==> config.mk <==
export PLATFORM = sky130hd
export DESIGN_NAME = mem_bus_arbiter
export DESIGN_NICKNAME = d
export VERILOG_FILES = /design/src/rtl/mem_arb_pkg.sv /design/src/rtl/arb_watchdog.sv /design/src/rtl/mem_bus_arbiter.sv
export SDC_FILE = /design/constraint.sdc
export NUM_CORES = 1
export LEC_CHECK = 0
export ABC_AREA = 1
export CAP_MARGIN = 30
export CORE_MARGIN = 1.5
export CORE_UTILIZATION = 42
export CTS_CLUSTER_SIZE = 16
export DETAILED_ROUTE_END_ITERATION = 7
export GPL_ROUTABILITY_DRIVEN = 1
export PLACE_DENSITY_LB_ADDON = 0.15
export SLEW_MARGIN = 20
export SYNTH_ARGS = -nofsm -noshare
export SYNTH_HDL_FRONTEND = slang
export SYNTH_SLANG_ARGS = --single-unit
==> constraint.sdc <==
create_clock -name clk -period 2.2 [get_ports clk]
set_clock_uncertainty 0.15 [all_clocks]
set_input_delay 0.44 -clock clk [delete_from_list [all_inputs] [get_ports clk]]
set_output_delay 0.44 -clock clk [all_outputs]
set_load 0.05 [all_outputs]
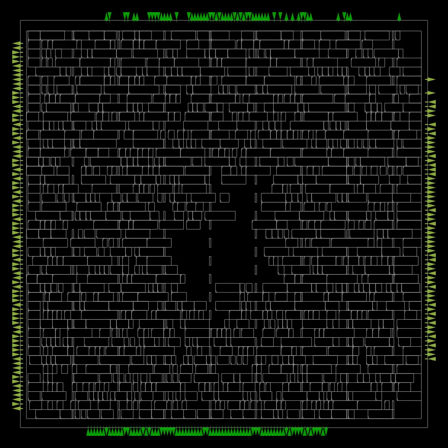
**Above:** placement view.
site row count: 43
tally of non-filler cells in the final layout: 1292
fill cell count: 1038

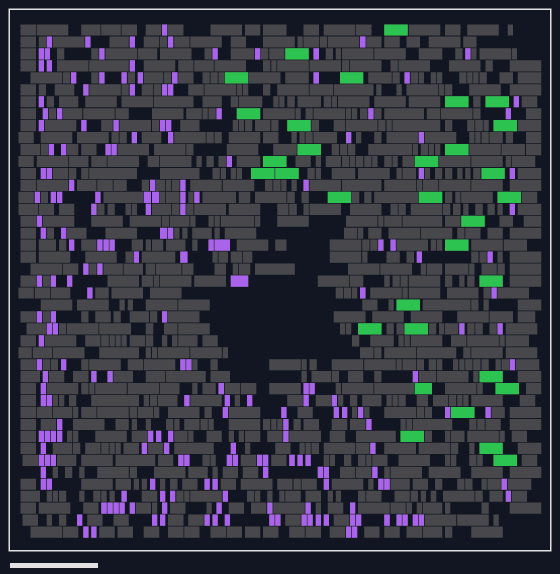
**Above:** gate-type map.
Scale bar: 20 um.
[green] multiplexers | cells: 32
[purple] NAND gates | cells: 209 | where: widely spread
dominant logic cell type in the layout: nand2_1
logic share of the area: 28.56%

==> impl_metrics.csv <==
group,metric,value,unit
run_status,status,"finished with violations",
run_status,violations,"negative setup slack",
final_layout,drive_gt1_share,16.46,%
min_path,hold_path_class,"reg2reg",
final_layout,fin_nets,1241,
detailed_routing,avgRoutedWirePerCell,14.78,um
worst_setup_path,reg2reg_depth,8,
synthesis,fp_nets,982,
detailed_routing,vias,6448,
grt,grt_pass1_vias,6014,
synthesis,synthArstFlopShare,0,%
detailed_routing,first_pass_iters,5,
worst_setup_path,worstPathArrival,1.66,ns
synthesis,synth_cell_types,20,
worst_setup_path,start_kind,"flip-flop",
synthesis,ys.flop_type,"dfxtp_1",
synthesis,ys.flops,140,
clock_network,cts_buffers,17,
worst_setup_path,cp-end-kind,"output port",
worst_setup_path,crit_type,"reg2out",
clock_network,ctsResizeCount,82,
detailed_routing,wl,19100,um
detailed_routing,wl_met2,9155,um
synthesis,synth_chip_area,0.006036,mm^2
timing,setup_ws,-0.05001,ns
timing,finalClockPeriodUsage,102.3,%
clock_network,clkSinkCount,140,
clock_network,cts_setup_buffers,5,
synthesis,syn_inst,840,
timing,setup_viol,24,
power_and_ir_drop,leakage,0.005072,uW
die,coreArea,0.01393,mm^2
run,tool_warnings,32,
-- cell families after synthesis --
family	after synthesis	synth area share, %
and+or+nand+nor	353	22.18
AOI/OAI and AO/OA	207	17.39
DFF	140	46.43
buffers and inverters	103	7.131
muxes	32	5.970
adders and majority gates	4	0.8292
other	1	0.06213
-- synth_stat cells (5+ instances only) --
master,instances
a21oi_1,69
buf_2,17
buf_4,6
clkbuf_1,30
dfxtp_1,140
inv_1,45
mux2_2,32
nand2_1,204
nand3_1,5
nor2_1,143
o21ai_0,134
-- routing by layer --
layer / vias to the layer above / GRT usage, %
met3: 47 / 8.968
met5: - / 0
met2: 242 / 41.98
li1: 3218 / -
met1: 2941 / 30.07
met4: 0 / 11.19
-- area by class of cell --
class / instances / area, um^2 / area share [%]
clock buffer: 17 / 425.4 / 4.054
timing repair buffer: 297 / 3655 / 34.83
clock inverter: 15 / 211.5 / 2.015
tap: 180 / 225.2 / 2.146
multi-input combinational: 597 / 2997 / 28.56
inverter: 46 / 172.7 / 1.646
sequential: 140 / 2806 / 26.75
-- stage by stage --
step	utilization (%)	worst slack, ns	total power (uW)	TNS (ns)	std cells
floorplan	-	-0.1818	7081	-3.146	840
global placement	66.78	0.09448	9385	0	1253
detailed placement	66.78	0.03553	9428	0	1253
CTS	74.19	-0.05261	12670	-1.456	1293
global route	75.30	-0.09177	13220	-1.955	1292
finish	75.30	-0.05001	12610	-0.9611	1292
-- power by group --
group          switching [uW]  internal (uW)  total, uW
registers                 270           3140       3410
logic                    3840           2270       6110
clock network            1170           1920       3090
-- critical path, cell delays in order (launching register included) --
cell     delay [ns]
dfxtp_2        0.33
inv_2          0.07
nand2_4        0.07
buf_4          0.15
buf_12         0.14
mux2_4         0.31
buf_8          0.15
Power and IR drop assume default switching activity.
